==> run_1/gates.png <==
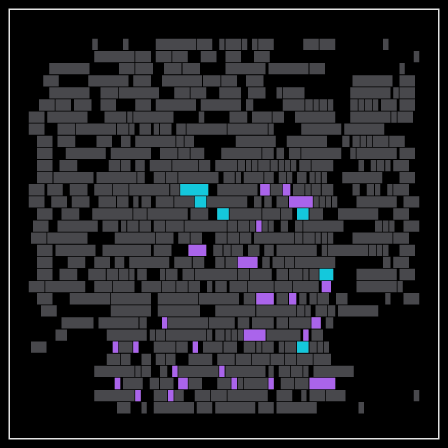
==> run_1/pinout.png <==
Scale bar: 20 microns. Pins as bars across the die edge, other pins in gray.
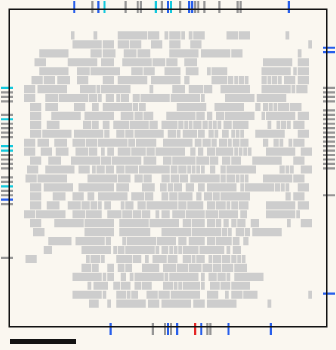
==> run_1/route_heat.png <==
The die is cut into 19 by 19 equal tiles; white is low, dark blue is high, scaled to the fullest tile. Values are wire area over tile area, all layers added.
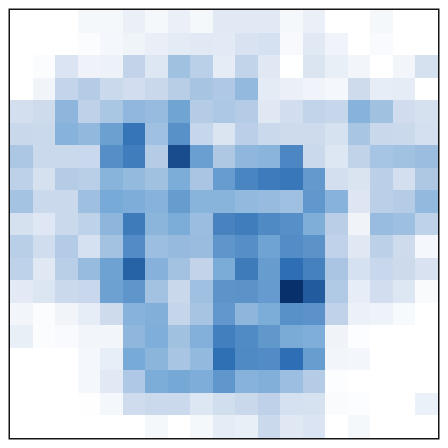
$ cat config.mk
export PLATFORM = sky130hd
export DESIGN_NAME = apb_master_exe_seq_flat
export DESIGN_NICKNAME = d
export VERILOG_FILES = /design/src/rtl/apb_master_exe_seq_if.sv /design/src/rtl/apb_master_exe_seq.sv /design/src/flat_wrapper.sv
export SDC_FILE = /design/constraint.sdc
export NUM_CORES = 1
export LEC_CHECK = 0
export ABC_CLOCK_PERIOD_IN_PS = 2110
export CORE_MARGIN = 4
export CORE_UTILIZATION = 46
export CTS_CLUSTER_SIZE = 40
export DETAILED_ROUTE_END_ITERATION = 10
export HOLD_SLACK_MARGIN = 0.1
export PLACE_DENSITY = 0.76
export SLEW_MARGIN = 20
export SYNTH_ARGS = -nofsm -noshare
export SYNTH_HDL_FRONTEND = slang
export SYNTH_SLANG_ARGS = --single-unit
$ cat constraint.sdc
create_clock -name i_PCLK -period 2.11 [get_ports i_PCLK]
set_input_delay 0.422 -clock i_PCLK [delete_from_list [all_inputs] [get_ports i_PCLK]]
set_output_delay 0.422 -clock i_PCLK [all_outputs]
set_load 0.01 [all_outputs]
$ cat src/rtl/apb_master_exe_seq_if.sv
// Bus bundle for the APB execution-unit requester: controller command side plus APB requester side.
interface apb_master_exe_seq_if #(
  parameter int unsigned DATA_WIDTH = 8,
  parameter int unsigned ADDR_WIDTH = 16
);
  logic                  i_start;
  logic [DATA_WIDTH-1:0] i_oper;
  logic [DATA_WIDTH-1:0] i_argA;
  logic [DATA_WIDTH-1:0] i_argB;
  logic                  o_busy;
  logic                  o_done;
  logic [DATA_WIDTH-1:0] o_result;
  logic [3:0]            o_status;
  logic                  o_err;
  logic [ADDR_WIDTH-1:0] o_PADDR;
  logic                  o_PSEL;
  logic                  o_PENABLE;
  logic                  o_PWRITE;
  logic [DATA_WIDTH-1:0] o_PWDATA;
  logic                  i_PREADY;
  logic [DATA_WIDTH-1:0] i_PRDATA;
  logic                  i_PSLVERR;

  modport master (
    input  i_start, i_oper, i_argA, i_argB, i_PREADY, i_PRDATA, i_PSLVERR,
    output o_busy, o_done, o_result, o_status, o_err,
           o_PADDR, o_PSEL, o_PENABLE, o_PWRITE, o_PWDATA
  );

  modport slave (
    output i_start, i_oper, i_argA, i_argB, i_PREADY, i_PRDATA, i_PSLVERR,
    input  o_busy, o_done, o_result, o_status, o_err,
           o_PADDR, o_PSEL, o_PENABLE, o_PWRITE, o_PWDATA
  );
endinterface

$ cat src/rtl/apb_master_exe_seq.sv
// APB requester: writes oper/argA/argB to the exe-unit slave, waits EXE_LAT cycles,
// then reads result and status back; reports completion with a one-cycle done pulse.
module apb_master_exe_seq #(
  parameter int unsigned DATA_WIDTH = 8,
  parameter int unsigned ADDR_WIDTH = 16,
  parameter int unsigned EXE_LAT    = 2,
  parameter int unsigned TIMEOUT    = 15
) (
  input logic                  i_PCLK,
  input logic                  i_PRESET,
  apb_master_exe_seq_if.master bus
);
  localparam int unsigned CW       = 8;
  localparam int unsigned LAT_LAST = (EXE_LAT > 0) ? EXE_LAT - 1 : 0;
  localparam int unsigned TMO_LAST = (TIMEOUT > 0) ? TIMEOUT - 1 : 0;

  typedef enum logic [1:0] {IDLE, SETUP, ACCESS, WAIT_EXE} state_t;

  state_t                state_q, state_d;
  logic [2:0]            k_q, k_d;
  logic [CW-1:0]         tcnt_q, tcnt_d, wcnt_q, wcnt_d;
  logic [DATA_WIDTH-1:0] oper_q, oper_d, arga_q, arga_d, argb_q, argb_d;
  logic [ADDR_WIDTH-1:0] paddr_q, paddr_d;
  logic                  psel_q, psel_d, penable_q, penable_d, pwrite_q, pwrite_d;
  logic [DATA_WIDTH-1:0] pwdata_q, pwdata_d, result_q, result_d;
  logic [3:0]            status_q, status_d;
  logic                  busy_q, busy_d, done_q, done_d, err_q, err_d;
  logic                  go_setup;

  always_ff @(posedge i_PCLK or posedge i_PRESET) begin
    if (i_PRESET) begin
      state_q   <= IDLE;
      k_q       <= '0;
      tcnt_q    <= '0;
      wcnt_q    <= '0;
      oper_q    <= '0;
      arga_q    <= '0;
      argb_q    <= '0;
      paddr_q   <= '0;
      psel_q    <= 1'b0;
      penable_q <= 1'b0;
      pwrite_q  <= 1'b0;
      pwdata_q  <= '0;
      result_q  <= '0;
      status_q  <= '0;
      busy_q    <= 1'b0;
      done_q    <= 1'b0;
      err_q     <= 1'b0;
    end else begin
      state_q   <= state_d;
      k_q       <= k_d;
      tcnt_q    <= tcnt_d;
      wcnt_q    <= wcnt_d;
      oper_q    <= oper_d;
      arga_q    <= arga_d;
      argb_q    <= argb_d;
      paddr_q   <= paddr_d;
      psel_q    <= psel_d;
      penable_q <= penable_d;
      pwrite_q  <= pwrite_d;
      pwdata_q  <= pwdata_d;
      result_q  <= result_d;
      status_q  <= status_d;
      busy_q    <= busy_d;
      done_q    <= done_d;
      err_q     <= err_d;
    end
  end

  // Next-state and next-output logic; every output is produced one edge ahead and registered.
  always_comb begin
    state_d   = state_q;
    k_d       = k_q;
    tcnt_d    = tcnt_q;
    wcnt_d    = wcnt_q;
    oper_d    = oper_q;
    arga_d    = arga_q;
    argb_d    = argb_q;
    paddr_d   = paddr_q;
    psel_d    = psel_q;
    penable_d = penable_q;
    pwrite_d  = pwrite_q;
    pwdata_d  = pwdata_q;
    result_d  = result_q;
    status_d  = status_q;
    busy_d    = busy_q;
    done_d    = 1'b0;
    err_d     = err_q;
    go_setup  = 1'b0;

    unique case (state_q)
      IDLE: begin
        if (bus.i_start) begin
          oper_d   = bus.i_oper;
          arga_d   = bus.i_argA;
          argb_d   = bus.i_argB;
          k_d      = 3'd0;
          busy_d   = 1'b1;
          err_d    = 1'b0;
          go_setup = 1'b1;
        end
      end
      SETUP: begin
        penable_d = 1'b1;
        state_d   = ACCESS;
      end
      ACCESS: begin
        if (bus.i_PREADY && bus.i_PSLVERR) begin
          state_d   = IDLE;
          psel_d    = 1'b0;
          penable_d = 1'b0;
          busy_d    = 1'b0;
          done_d    = 1'b1;
          err_d     = 1'b1;
          result_d  = '0;
          status_d  = '0;
        end else if (bus.i_PREADY) begin
          if (k_q == 3'd3) result_d = bus.i_PRDATA;
          if (k_q == 3'd4) status_d = bus.i_PRDATA[3:0];
          if (k_q == 3'd4) begin
            state_d   = IDLE;
            psel_d    = 1'b0;
            penable_d = 1'b0;
            busy_d    = 1'b0;
            done_d    = 1'b1;
          end else if (k_q == 3'd2 && EXE_LAT != 0) begin
            state_d   = WAIT_EXE;
            psel_d    = 1'b0;
            penable_d = 1'b0;
            wcnt_d    = '0;
          end else begin
            k_d      = k_q + 3'd1;
            go_setup = 1'b1;
          end
        end else if (tcnt_q == CW'(TMO_LAST)) begin
          // No PREADY within the timeout window: abort exactly like a slave error.
          state_d   = IDLE;
          psel_d    = 1'b0;
          penable_d = 1'b0;
          busy_d    = 1'b0;
          done_d    = 1'b1;
          err_d     = 1'b1;
          result_d  = '0;
          status_d  = '0;
        end else begin
          tcnt_d = tcnt_q + CW'(1);
        end
      end
      WAIT_EXE: begin
        if (wcnt_q == CW'(LAT_LAST)) begin
          k_d      = 3'd3;
          go_setup = 1'b1;
        end else begin
          wcnt_d = wcnt_q + CW'(1);
        end
      end
      default: state_d = IDLE;
    endcase

    // Address/direction/data for transfer k_d, launched as a SETUP cycle.
    if (go_setup) begin
      state_d   = SETUP;
      psel_d    = 1'b1;
      penable_d = 1'b0;
      tcnt_d    = '0;
      pwrite_d  = (k_d < 3'd3);
      unique case (k_d)
        3'd0:    begin paddr_d = ADDR_WIDTH'(0); pwdata_d = oper_d; end
        3'd1:    begin paddr_d = ADDR_WIDTH'(1); pwdata_d = arga_d; end
        3'd2:    begin paddr_d = ADDR_WIDTH'(2); pwdata_d = argb_d; end
        3'd3:    begin paddr_d = ADDR_WIDTH'(0); pwdata_d = '0;     end
        default: begin paddr_d = ADDR_WIDTH'(1); pwdata_d = '0;     end
      endcase
    end
  end

  assign bus.o_busy    = busy_q;
  assign bus.o_done    = done_q;
  assign bus.o_result  = result_q;
  assign bus.o_status  = status_q;
  assign bus.o_err     = err_q;
  assign bus.o_PADDR   = paddr_q;
  assign bus.o_PSEL    = psel_q;
  assign bus.o_PENABLE = penable_q;
  assign bus.o_PWRITE  = pwrite_q;
  assign bus.o_PWDATA  = pwdata_q;
endmodule

$ cat src/flat_wrapper.sv
// flat-port wrapper written by rule: the top's interface ports become plain ports
module apb_master_exe_seq_flat 
#(
  parameter int unsigned DATA_WIDTH = 8,
  parameter int unsigned ADDR_WIDTH = 16,
  parameter int unsigned EXE_LAT    = 2,
  parameter int unsigned TIMEOUT    = 15
)
  (i_PCLK, i_PRESET, bus_i_start, bus_i_oper, bus_i_argA, bus_i_argB, bus_i_PREADY, bus_i_PRDATA, bus_i_PSLVERR, bus_o_busy, bus_o_done, bus_o_result, bus_o_status, bus_o_err, bus_o_PADDR, bus_o_PSEL, bus_o_PENABLE, bus_o_PWRITE, bus_o_PWDATA);
  apb_master_exe_seq_if #(.DATA_WIDTH(DATA_WIDTH), .ADDR_WIDTH(ADDR_WIDTH)) bus_i ();
  input logic i_PCLK;
  input logic i_PRESET;
  input wire logic [$bits(bus_i.i_start)-1:0] bus_i_start;
  input wire logic [$bits(bus_i.i_oper)-1:0] bus_i_oper;
  input wire logic [$bits(bus_i.i_argA)-1:0] bus_i_argA;
  input wire logic [$bits(bus_i.i_argB)-1:0] bus_i_argB;
  input wire logic [$bits(bus_i.i_PREADY)-1:0] bus_i_PREADY;
  input wire logic [$bits(bus_i.i_PRDATA)-1:0] bus_i_PRDATA;
  input wire logic [$bits(bus_i.i_PSLVERR)-1:0] bus_i_PSLVERR;
  output wire logic [$bits(bus_i.o_busy)-1:0] bus_o_busy;
  output wire logic [$bits(bus_i.o_done)-1:0] bus_o_done;
  output wire logic [$bits(bus_i.o_result)-1:0] bus_o_result;
  output wire logic [$bits(bus_i.o_status)-1:0] bus_o_status;
  output wire logic [$bits(bus_i.o_err)-1:0] bus_o_err;
  output wire logic [$bits(bus_i.o_PADDR)-1:0] bus_o_PADDR;
  output wire logic [$bits(bus_i.o_PSEL)-1:0] bus_o_PSEL;
  output wire logic [$bits(bus_i.o_PENABLE)-1:0] bus_o_PENABLE;
  output wire logic [$bits(bus_i.o_PWRITE)-1:0] bus_o_PWRITE;
  output wire logic [$bits(bus_i.o_PWDATA)-1:0] bus_o_PWDATA;
  assign bus_i.i_start = bus_i_start;
  assign bus_i.i_oper = bus_i_oper;
  assign bus_i.i_argA = bus_i_argA;
  assign bus_i.i_argB = bus_i_argB;
  assign bus_i.i_PREADY = bus_i_PREADY;
  assign bus_i.i_PRDATA = bus_i_PRDATA;
  assign bus_i.i_PSLVERR = bus_i_PSLVERR;
  assign bus_o_busy = bus_i.o_busy;
  assign bus_o_done = bus_i.o_done;
  assign bus_o_result = bus_i.o_result;
  assign bus_o_status = bus_i.o_status;
  assign bus_o_err = bus_i.o_err;
  assign bus_o_PADDR = bus_i.o_PADDR;
  assign bus_o_PSEL = bus_i.o_PSEL;
  assign bus_o_PENABLE = bus_i.o_PENABLE;
  assign bus_o_PWRITE = bus_i.o_PWRITE;
  assign bus_o_PWDATA = bus_i.o_PWDATA;
  apb_master_exe_seq #(.DATA_WIDTH(DATA_WIDTH), .ADDR_WIDTH(ADDR_WIDTH), .EXE_LAT(EXE_LAT), .TIMEOUT(TIMEOUT)) u_core (.i_PCLK(i_PCLK), .i_PRESET(i_PRESET), .bus(bus_i));
endmodule
==> impl_metrics.xml, run 1 <==
<?xml version="1.0" encoding="UTF-8"?>
<metrics>
  <group name="clock_network">
    <metric name="postCtsResizedCells" unit="">32</metric>
    <metric name="ctsHoldBuffers" unit="">0</metric>
    <metric name="post_cts_setup_buffer_count" unit="">10</metric>
    <metric name="clk_path_buf_depth" unit="">2</metric>
    <metric name="later_pin_clock_latency_in_the_skew_report" unit="ns">0.35</metric>
    <metric name="cts-htree-levels" unit="">3</metric>
  </group>
  <group name="timing">
    <metric name="setup_viol" unit="">10</metric>
    <metric name="final_critical_path_setup_slack" unit="ns">-0.199</metric>
    <metric name="finalClockSkew" unit="ns">0.00635</metric>
    <metric name="endpoints_failing_hold" unit="">0</metric>
    <metric name="fmax" unit="MHz">433</metric>
    <metric name="grt_setup_unrepaired" unit="">true</metric>
  </group>
  <group name="yosys">
    <metric name="synth_simple_gate_area_share" unit="">0.160</metric>
    <metric name="yosys_cells" unit="">344</metric>
    <metric name="ys_warn_count" unit="">0</metric>
    <metric name="yosys-top-cells-area" unit="">dfrtp_1 (51%), mux2_2 (7.6%), nand2_1 (6.6%), ha_1 (4.2%), o21ai_0 (3.4%)</metric>
    <metric name="yosys-stat-area" unit="sq um">3570</metric>
    <metric name="top_area_cell" unit="">dfrtp_1</metric>
    <metric name="postSynth.topFlopCell" unit="">dfrtp_1</metric>
    <metric name="yosys_xor_share" unit="">0.0172</metric>
    <metric name="synthTopLogicFamily" unit="">simple AND/OR/NAND/NOR gates</metric>
    <metric name="synth.cell_area" unit="sq um">3570</metric>
    <metric name="syn_area_per_cell" unit="sq um">10.4</metric>
    <metric name="postSynthCellCount" unit="">344</metric>
    <metric name="ys_seq_elements" unit="">73</metric>
  </group>
  <group name="placement">
    <metric name="globalplace.congestion" unit="">0.799</metric>
    <metric name="placed_area" unit="sq um">4530</metric>
  </group>
  <group name="outcome">
    <metric name="status" unit="">complete, but fails checks</metric>
    <metric name="violations" unit="">setup timing</metric>
  </group>
  <group name="power_and_ir_drop">
    <metric name="power_switching" unit="uW">2660</metric>
    <metric name="power.switching_fraction" unit="">0.373</metric>
    <metric name="power_leakage" unit="uW">0.00224</metric>
    <metric name="internal_power" unit="uW">4480</metric>
    <metric name="clkPwrFrac" unit="">0.160</metric>
    <metric name="combinationalPower" unit="uW">3720</metric>
    <metric name="largest_power_group" unit="">combinational logic</metric>
    <metric name="seq_pwr" unit="uW">2270</metric>
    <metric name="power_clock" unit="uW">1140</metric>
    <metric name="p_per_area" unit="nW/um^2">1400</metric>
  </group>
  <group name="drt">
    <metric name="wl_met3" unit="microns">434</metric>
    <metric name="route.final.wire_length" unit="microns">9090</metric>
    <metric name="vias" unit="">2920</metric>
    <metric name="drt_first_pass_iters" unit="">4</metric>
    <metric name="drt-wirelength-per-cell" unit="microns">16.2</metric>
    <metric name="avgViaCountPerCell" unit="">5.20</metric>
    <metric name="number_of_routed_nets_with_antenna_violations" unit="">0</metric>
    <metric name="route.detailed.drc" unit="">0</metric>
  </group>
  <group name="grt">
    <metric name="grt_usage" unit="">0.199</metric>
    <metric name="first_pass_grt_wire_length" unit="microns">14000</metric>
    <metric name="gr-usage-met1" unit="">0.244</metric>
  </group>
  <group name="critical_path">
    <metric name="critical_path_end_type" unit="">flop</metric>
    <metric name="crit_path_start_kind" unit="">flop</metric>
    <metric name="cp_data_required_time" unit="ns">2.34</metric>
    <metric name="critical_path_arrival" unit="ns">2.54</metric>
    <metric name="path_class" unit="">reg2reg</metric>
  </group>
  <group name="floorplanning">
    <metric name="die-area" unit="sq um">9240</metric>
    <metric name="core.rowCount" unit="">31</metric>
    <metric name="i_o_pin_count" unit="">79</metric>
    <metric name="fp_util" unit="">0.482</metric>
    <metric name="core-area" unit="sq um">7410</metric>
  </group>
  <group name="final_layout">
    <metric name="layout_utilization" unit="">0.689</metric>
    <metric name="area_delta_synth_final" unit="%">42.9</metric>
    <metric name="mostFrequentLayoutCells" unit="">dfrtp_1 (70), clkdlybuf4s50_1 (63), nand2_1 (57)</metric>
    <metric name="num-nets-final" unit="">507</metric>
    <metric name="finalInstanceArea" unit="sq um">5110</metric>
  </group>
  <group name="run">
    <metric name="max_cap_viols" unit="">0</metric>
  </group>
  <group name="hold_path">
    <metric name="hp-class" unit="">reg2reg</metric>
  </group>
</metrics>
-- gates.png (at the start) --
Cyan is non-inverting ao/oa cells, cells 6, most used o21a_1, where center. Purple is nor cells, cells 25, most used nor2_1.

-- pinout.png (at the start) --
Blue is `bus_o_PADDR`, pins 16, direction output, edge 6 south, 6 north, 3 east, 1 west. Red is `bus_i_start`, pins 1, direction input, edge south. Cyan is `bus_i_argB`, pins 8, direction input, edge 5 west, 3 north.
All pins by edge: 24 west, 22 east, 21 north, 12 south.
height of the die: 96.1 microns
Die X-Extent: 96.1 microns
number of port buffers: 64

-- route_heat.png (at the start) --
16% of the tiles are nearly empty. The densest ninth of the die: center. 15% of the tiles are over half the peak. The fullest tile reaches 0.58. The mean over all tiles is 0.15.

-- run 1: worst max-delay path: stages (launching register included) --
cell and delay, ns:
dfrtp_2 0.45, inv_2 0.07, ha_4 0.17, nand2_4 0.09
a31oi_4 0.10, or4_4 0.44, a211oi_4 0.40, buf_6 0.18
mux2i_1 0.18, o211ai_1 0.11
-- run 1: layout make-up --
type | count | area [sq um]
tap | 99 | 124
multi-input combinational | 245 | 1810
sequential | 73 | 1830
clock buffer | 10 | 138
fill | 529 | 2300
inverter | 12 | 53.8
clock inverter | 6 | 65.1
timing repair buffer | 117 | 1080
-- run 1: stage by stage --
stage | std cells | TNS, ns | power [uW] | hold WS, ns | setup slack, ns
4_1_cts | 560 | -0.864 | 6810 | 0.488 | -0.149
3_5_place_dp | 532 | -5.60 | 5300 | 0.470 | -0.507
3_3_place_gp | 532 | -4.47 | 5170 | 0.463 | -0.425
6_report | 562 | -1.25 | 7140 | 0.483 | -0.199
5_1_grt | 562 | -2.24 | 7590 | 0.513 | -0.288
2_1_floorplan | 357 | 0 | 3960 | 0.468 | 0.0101
-- run 1: path summary, 6_finish.rpt --
check | startpoint | end | slack, ns | cells past startpoint
setup / recovery | u_core.k_q[1] | u_core.bus.o_PWDATA[0] | -0.20 | 9
hold / removal | u_core.bus.o_result[4] | u_core.bus.o_result[4] | 0.48 | 2
setup reg to reg | u_core.k_q[1] | u_core.bus.o_PWDATA[0] | -0.20 | 9
hold reg to reg | u_core.bus.o_result[4] | u_core.bus.o_result[4] | 0.48 | 2
max in group asynchronous | i_PRESET | u_core.wcnt_q[7] | 1.29 | 3
min in group asynchronous | i_PRESET | u_core.tcnt_q[1] | 0.51 | 3
==> inputs of run 2 (changes only) <==
--- a/config.mk
+++ b/config.mk
@@ -8,6 +8,7 @@
 export ABC_CLOCK_PERIOD_IN_PS = 2110
 export CORE_MARGIN = 4
 export CORE_UTILIZATION = 46
+export CTS_CLUSTER_DIAMETER = 50
 export CTS_CLUSTER_SIZE = 40
 export DETAILED_ROUTE_END_ITERATION = 10
 export HOLD_SLACK_MARGIN = 0.1
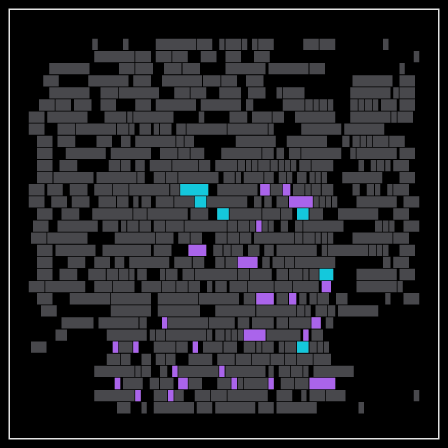
(run_2/gates.png)
Cyan is non-inverting ao/oa cells, cells 6, most used o21a_1, where center. Purple is nor cells, cells 25, most used nor2_1.

==> impl_metrics.xml, run 2 <==
<?xml version="1.0" encoding="UTF-8"?>
<metrics>
  <group name="grt">
    <metric name="grt_usage" unit="">0.199</metric>
    <metric name="first_pass_grt_wire_length" unit="microns">14000</metric>
    <metric name="pin_count_of_the_biggest_net_entering_global_routing" unit="">74</metric>
  </group>
  <group name="critical_path">
    <metric name="path_cells" unit="">inv_2 &gt; ha_4 &gt; nand2_4 &gt; a31oi_4 &gt; or4_4 &gt; a211oi_4 &gt; buf_6 &gt; mux2i_1 &gt; o211ai_1</metric>
    <metric name="cp_data_required_time" unit="ns">2.34</metric>
    <metric name="crit_path_start_kind" unit="">flop</metric>
    <metric name="cp_slowest_stage_delay" unit="ns">0.45</metric>
    <metric name="cp_top_family" unit="">AND-OR/OR-AND gates</metric>
    <metric name="critical_path_arrival" unit="ns">2.54</metric>
    <metric name="minimum_setup_slack_among_reg_to_reg_paths" unit="ns">-0.20</metric>
    <metric name="path_class" unit="">reg2reg</metric>
    <metric name="cp_num_buf_inv" unit="">2</metric>
    <metric name="critical_path_end_type" unit="">flop</metric>
    <metric name="critical_path.slowest_cell" unit="">dfrtp_2</metric>
  </group>
  <group name="clock_network">
    <metric name="cts_num_sinks" unit="">73</metric>
    <metric name="cts_buffers" unit="">9</metric>
    <metric name="clock_tree.root_cell" unit="">clkbuf_8</metric>
    <metric name="later_pin_clock_latency_in_the_skew_report" unit="ns">0.35</metric>
    <metric name="clk_path_buf_depth" unit="">2</metric>
    <metric name="ctsHoldBuffers" unit="">0</metric>
    <metric name="cts-htree-levels" unit="">3</metric>
  </group>
  <group name="timing">
    <metric name="fmax" unit="MHz">433</metric>
    <metric name="finalClockSkew" unit="ns">0.00635</metric>
    <metric name="final_critical_path_setup_slack" unit="ns">-0.199</metric>
    <metric name="final_worst_hold_slack" unit="ns">0.483</metric>
    <metric name="setup_viol" unit="">10</metric>
    <metric name="endpoints_failing_hold" unit="">0</metric>
    <metric name="grt_setup_unrepaired" unit="">true</metric>
  </group>
  <group name="drt">
    <metric name="avgViaCountPerCell" unit="">5.20</metric>
    <metric name="drt_first_pass_iters" unit="">4</metric>
    <metric name="route.detailed.drc" unit="">0</metric>
    <metric name="vias" unit="">2920</metric>
    <metric name="drt-wirelength-per-cell" unit="microns">16.2</metric>
    <metric name="route.final.wire_length" unit="microns">9090</metric>
    <metric name="number_of_routed_nets_with_antenna_violations" unit="">0</metric>
  </group>
  <group name="yosys">
    <metric name="yosys.cell_count.top_type" unit="">dfrtp_1</metric>
    <metric name="top_area_cell" unit="">dfrtp_1</metric>
    <metric name="yosys-top-cells-area" unit="">dfrtp_1 (51%), mux2_2 (7.6%), nand2_1 (6.6%), ha_1 (4.2%), o21ai_0 (3.4%)</metric>
    <metric name="postSynth.topFlopCell" unit="">dfrtp_1</metric>
    <metric name="synthArstFlopShare" unit="">1.00</metric>
    <metric name="syn_area_per_cell" unit="sq um">10.4</metric>
    <metric name="postSynthCellCount" unit="">344</metric>
    <metric name="yosys_cells" unit="">344</metric>
    <metric name="ys_warn_count" unit="">0</metric>
    <metric name="synth_cell_types" unit="">47</metric>
    <metric name="synth.cell_area" unit="sq um">3570</metric>
    <metric name="ys_seq_elements" unit="">73</metric>
    <metric name="yosys-stat-area" unit="sq um">3570</metric>
  </group>
  <group name="floorplanning">
    <metric name="die-height" unit="microns">96.1</metric>
    <metric name="core-area" unit="sq um">7410</metric>
    <metric name="core.rowCount" unit="">31</metric>
    <metric name="die-area" unit="sq um">9240</metric>
    <metric name="fp_util" unit="">0.482</metric>
    <metric name="floorplan.die.width" unit="microns">96.1</metric>
    <metric name="i_o_pin_count" unit="">79</metric>
  </group>
  <group name="final_layout">
    <metric name="antenna-diode-count" unit="">0</metric>
    <metric name="fill_cells" unit="">529</metric>
    <metric name="seq_area" unit="sq um">1830</metric>
    <metric name="mostFrequentLayoutCells" unit="">dfrtp_1 (70), clkdlybuf4s50_1 (63), nand2_1 (57)</metric>
    <metric name="finalInstanceArea" unit="sq um">5110</metric>
    <metric name="multi_input_comb_area" unit="sq um">1810</metric>
    <metric name="num-nets-final" unit="">507</metric>
    <metric name="area_delta_synth_final" unit="%">42.9</metric>
  </group>
  <group name="placement">
    <metric name="placed_area" unit="sq um">4530</metric>
    <metric name="globalplace.congestion" unit="">0.799</metric>
    <metric name="port_buffers" unit="">64</metric>
    <metric name="placement.setup.worst_slack" unit="ns">-0.507</metric>
  </group>
  <group name="run">
    <metric name="max_cap_viols" unit="">0</metric>
    <metric name="warnings" unit="">35</metric>
  </group>
  <group name="outcome">
    <metric name="violations" unit="">setup timing</metric>
    <metric name="status" unit="">complete, but fails checks</metric>
  </group>
  <group name="power_and_ir_drop">
    <metric name="internal_power" unit="uW">4480</metric>
    <metric name="power_leakage" unit="uW">0.00224</metric>
    <metric name="combPwrFrac" unit="">0.522</metric>
    <metric name="seq_pwr" unit="uW">2270</metric>
    <metric name="p_per_area" unit="nW/um^2">1400</metric>
    <metric name="power.switching_fraction" unit="">0.373</metric>
    <metric name="largest_power_group" unit="">combinational logic</metric>
    <metric name="power_switching" unit="uW">2660</metric>
    <metric name="combinationalPower" unit="uW">3720</metric>
    <metric name="clkPwrFrac" unit="">0.160</metric>
    <metric name="power_clock" unit="uW">1140</metric>
  </group>
  <group name="hold_path">
    <metric name="hp-class" unit="">reg2reg</metric>
  </group>
</metrics>
## run 2: cell counts after synthesis
No cell type changed its count.
## run 2: cell families after synthesis
group / count (synthesis) / share of synthesized area
AND/OR/NAND/NOR: 121 / 0.160
buffers and inverters: 39 / 0.0585
flip-flops: 73 / 0.511
multiplexers: 33 / 0.101
AND-OR/OR-AND: 58 / 0.109
adder cells (fa/ha/maj): 12 / 0.0420
other: 1 / 0.00105
XOR/XNOR: 7 / 0.0172
## run 2: final cells by class
type	count	area share
sequential	73	0.358
multi-input combinational	245	0.355
timing repair buffer	117	0.212
clock buffer	10	0.0269
tap	99	0.0243
clock inverter	6	0.0127
inverter	12	0.0105
## run 2: per-stage QoR
step                cells  setup TNS, ns  utilization  total power, uW
detailed placement    532          -5.60        0.612             5300
CTS                   560         -0.864        0.669             6810
global placement      532          -4.47        0.612             5170
global route          562          -2.24        0.689             7590
floorplan             357              0            -             3960
finish                562          -1.25        0.689             7140
## run 2: worst paths after layout
check,from,endpoint,cells after the start
setup / recovery,u_core.k_q[1],u_core.bus.o_PWDATA[0],9
hold / removal,u_core.bus.o_result[4],u_core.bus.o_result[4],2
setup reg to reg,u_core.k_q[1],u_core.bus.o_PWDATA[0],9
hold reg to reg,u_core.bus.o_result[4],u_core.bus.o_result[4],2
max in group asynchronous,i_PRESET,u_core.wcnt_q[7],3
min in group asynchronous,i_PRESET,u_core.tcnt_q[1],3
## run 2: repair_timing
action / 4_1_cts / 5_1_grt
gates cloned: 2 / 0
hold endpoints to repair: 0 / 0
gates resized: 32 / 36
pin swaps: 12 / 9
setup buffers: 10 / 4
endpoints found under the setup margin: 11 / 22
## run 2: layer usage
metal  part of all wire  global-route usage
met1               0.43               0.244
met5                  0                   0
met3              0.048              0.0461
met4             0.0094              0.0545
met2               0.52               0.348
==> inputs of run 3 (changes only) <==
--- a/config.mk
+++ b/config.mk
@@ -6,6 +6,7 @@
 export NUM_CORES = 1
 export LEC_CHECK = 0
 export ABC_CLOCK_PERIOD_IN_PS = 2110
+export CORE_ASPECT_RATIO = 1.75
 export CORE_MARGIN = 4
 export CORE_UTILIZATION = 46
 export CTS_CLUSTER_DIAMETER = 50
@@ -13,7 +14,6 @@
 export DETAILED_ROUTE_END_ITERATION = 10
 export HOLD_SLACK_MARGIN = 0.1
 export PLACE_DENSITY = 0.76
-export SLEW_MARGIN = 20
 export SYNTH_ARGS = -nofsm -noshare
 export SYNTH_HDL_FRONTEND = slang
 export SYNTH_SLANG_ARGS = --single-unit
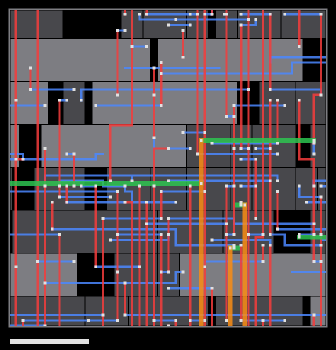
(run_3/closeup.png)
Scale bar: 5 microns. Region (27, 77) to (47, 97) microns. Cells in gray, sequential cells in the stronger gray; small squares are vias.
Green is M3. Orange is M4. Red is M2. Blue is M1.
32 logic cells have their middle in the window. Most frequent: buf_4 (8), nor2_1 (4), dfrtp_1 (4). Netlist names of flops here include `u_core.state_q` (2), `u_core.tcnt_q` (2). Sequential cells in the window: 5.

==> impl_metrics.xml, run 3 <==
<?xml version="1.0" encoding="UTF-8"?>
<metrics>
  <group name="yosys">
    <metric name="postSynth.topFlopCell" unit="">dfrtp_1</metric>
    <metric name="postSynthCellCount" unit="">344</metric>
    <metric name="yosys-stat-area" unit="sq um">3570</metric>
    <metric name="synth_cell_types" unit="">47</metric>
    <metric name="ys_warn_count" unit="">0</metric>
    <metric name="synth_simple_gate_area_share" unit="">0.160</metric>
    <metric name="yosys_cells" unit="">344</metric>
    <metric name="top_area_cell" unit="">dfrtp_1</metric>
    <metric name="yosys-top-cells-area" unit="">dfrtp_1 (51%), mux2_2 (7.6%), nand2_1 (6.6%), ha_1 (4.2%), o21ai_0 (3.4%)</metric>
    <metric name="synth.cell_area" unit="sq um">3570</metric>
    <metric name="yosys_xor_share" unit="">0.0172</metric>
  </group>
  <group name="clock_network">
    <metric name="later_pin_clock_latency_in_the_skew_report" unit="ns">0.33</metric>
    <metric name="postCtsResizedCells" unit="">23</metric>
    <metric name="clock_tree.root_cell" unit="">clkbuf_16</metric>
  </group>
  <group name="final_layout">
    <metric name="finish.cell_count_without_fillers" unit="">549</metric>
    <metric name="area_delta_synth_final" unit="%">44.6</metric>
    <metric name="layout_utilization" unit="">0.683</metric>
    <metric name="num-nets-final" unit="">505</metric>
    <metric name="finalInstanceArea" unit="sq um">5170</metric>
  </group>
  <group name="timing">
    <metric name="final_worst_hold_slack" unit="ns">0.477</metric>
    <metric name="finalClockSkew" unit="ns">0.00534</metric>
    <metric name="final_critical_path_setup_slack" unit="ns">-0.0993</metric>
    <metric name="fin_tns_setup" unit="ns">-0.519</metric>
    <metric name="setup_viol" unit="">9</metric>
  </group>
  <group name="grt">
    <metric name="global_route.usage.met3" unit="">0.0347</metric>
    <metric name="first_pass_grt_wire_length" unit="microns">13900</metric>
    <metric name="gr-usage-met1" unit="">0.224</metric>
    <metric name="gr-usage-met2" unit="">0.330</metric>
    <metric name="most_crowded_layer_gr" unit="">met2</metric>
  </group>
  <group name="critical_path">
    <metric name="critical_path_arrival" unit="ns">2.41</metric>
    <metric name="cp_data_required_time" unit="ns">2.31</metric>
    <metric name="crit_reg_reg_endpoint" unit="">u_core.bus.o_PWDATA[0]</metric>
    <metric name="path_class" unit="">reg2reg</metric>
    <metric name="reg2regPathDepth" unit="">9</metric>
  </group>
  <group name="hold_path">
    <metric name="min_path_cells" unit="">2</metric>
    <metric name="hp-class" unit="">reg2reg</metric>
    <metric name="hold_path_end" unit="">u_core.bus.o_result[5]</metric>
  </group>
  <group name="placement">
    <metric name="globalplace.congestion" unit="">0.835</metric>
    <metric name="place_inst" unit="">521</metric>
    <metric name="port_buffers" unit="">64</metric>
    <metric name="placed_area" unit="sq um">4530</metric>
  </group>
  <group name="drt">
    <metric name="drt_first_pass_iters" unit="">4</metric>
    <metric name="route.detailed.drc" unit="">0</metric>
    <metric name="drt-wirelength-per-cell" unit="microns">16.1</metric>
    <metric name="vias" unit="">2938</metric>
    <metric name="avgViaCountPerCell" unit="">5.35</metric>
  </group>
  <group name="floorplanning">
    <metric name="i_o_pin_count" unit="">79</metric>
    <metric name="core.rowCount" unit="">42</metric>
    <metric name="core-area" unit="sq um">7570</metric>
    <metric name="fp_util" unit="">0.472</metric>
  </group>
  <group name="power_and_ir_drop">
    <metric name="power_leakage" unit="uW">0.00228</metric>
    <metric name="p_per_area" unit="nW/um^2">1460</metric>
  </group>
  <group name="outcome">
    <metric name="violations" unit="">setup timing</metric>
    <metric name="status" unit="">complete, but fails checks</metric>
  </group>
  <group name="run">
    <metric name="warnings" unit="">35</metric>
    <metric name="max_cap_viols" unit="">0</metric>
  </group>
</metrics>
-- run 3: logic make-up after synthesis --
logic type / count (synthesis)
muxes: 33
DFF: 73
other: 1
adders and majority gates: 12
buffers and inverters: 39
and+or+nand+nor: 121
xor gates and xnor gates: 7
AOI/OAI and AO/OA: 58
-- run 3: area by class of cell --
type                       instances  area, sq um  share of cell area
multi-input combinational        245         1760               0.341
clock inverter                     4         73.8              0.0143
tap                               88          110              0.0213
clock buffer                      12          267              0.0516
timing repair buffer             115         1070               0.208
sequential                        73         1830               0.354
inverter                          12         51.3             0.00993
-- run 3: worst max-delay path, cell delays in order, from the launching register on --
cell and delay [ns]:
dfrtp_1 0.39, inv_2 0.08, ha_4 0.18, nand2b_4 0.08
a31oi_2 0.12, or4_4 0.44, a211oi_4 0.34, buf_6 0.17
mux2i_1 0.17, o211ai_1 0.10
-- run 3: where the power goes --
part,internal (uW),switching [uW]
logic,1890,1710
clock network,1130,559
registers,1960,308
total,4990,2570
-- run 3: how the worst max path moves through the flow --
stage / slack, ns / endpoint / startpoint
4_1_cts: -0.04 / u_core.bus.o_PWDATA[1] / u_core.state_q[1]
2_1_floorplan: 0.01 / u_core.bus.o_PWDATA[0] / u_core.state_q[0]
3_5_place_dp: -0.44 / u_core.bus.o_PWDATA[3] / bus_i_PSLVERR
5_1_grt: -0.17 / u_core.bus.o_PWDATA[3] / u_core.k_q[0]
6_report: -0.1 / u_core.bus.o_PWDATA[0] / u_core.k_q[0]
3_3_place_gp: -0.38 / u_core.bus.o_PWDATA[0] / bus_i_PSLVERR
-- run 3: routing by layer --
metal  share of wire  routed length, microns
met1            0.37                    3260
met2            0.55                    4900
met3           0.041                     362
met4           0.039                     342
met5               0                       0
No activity file was given, so power comes from the tool's default toggle rates.
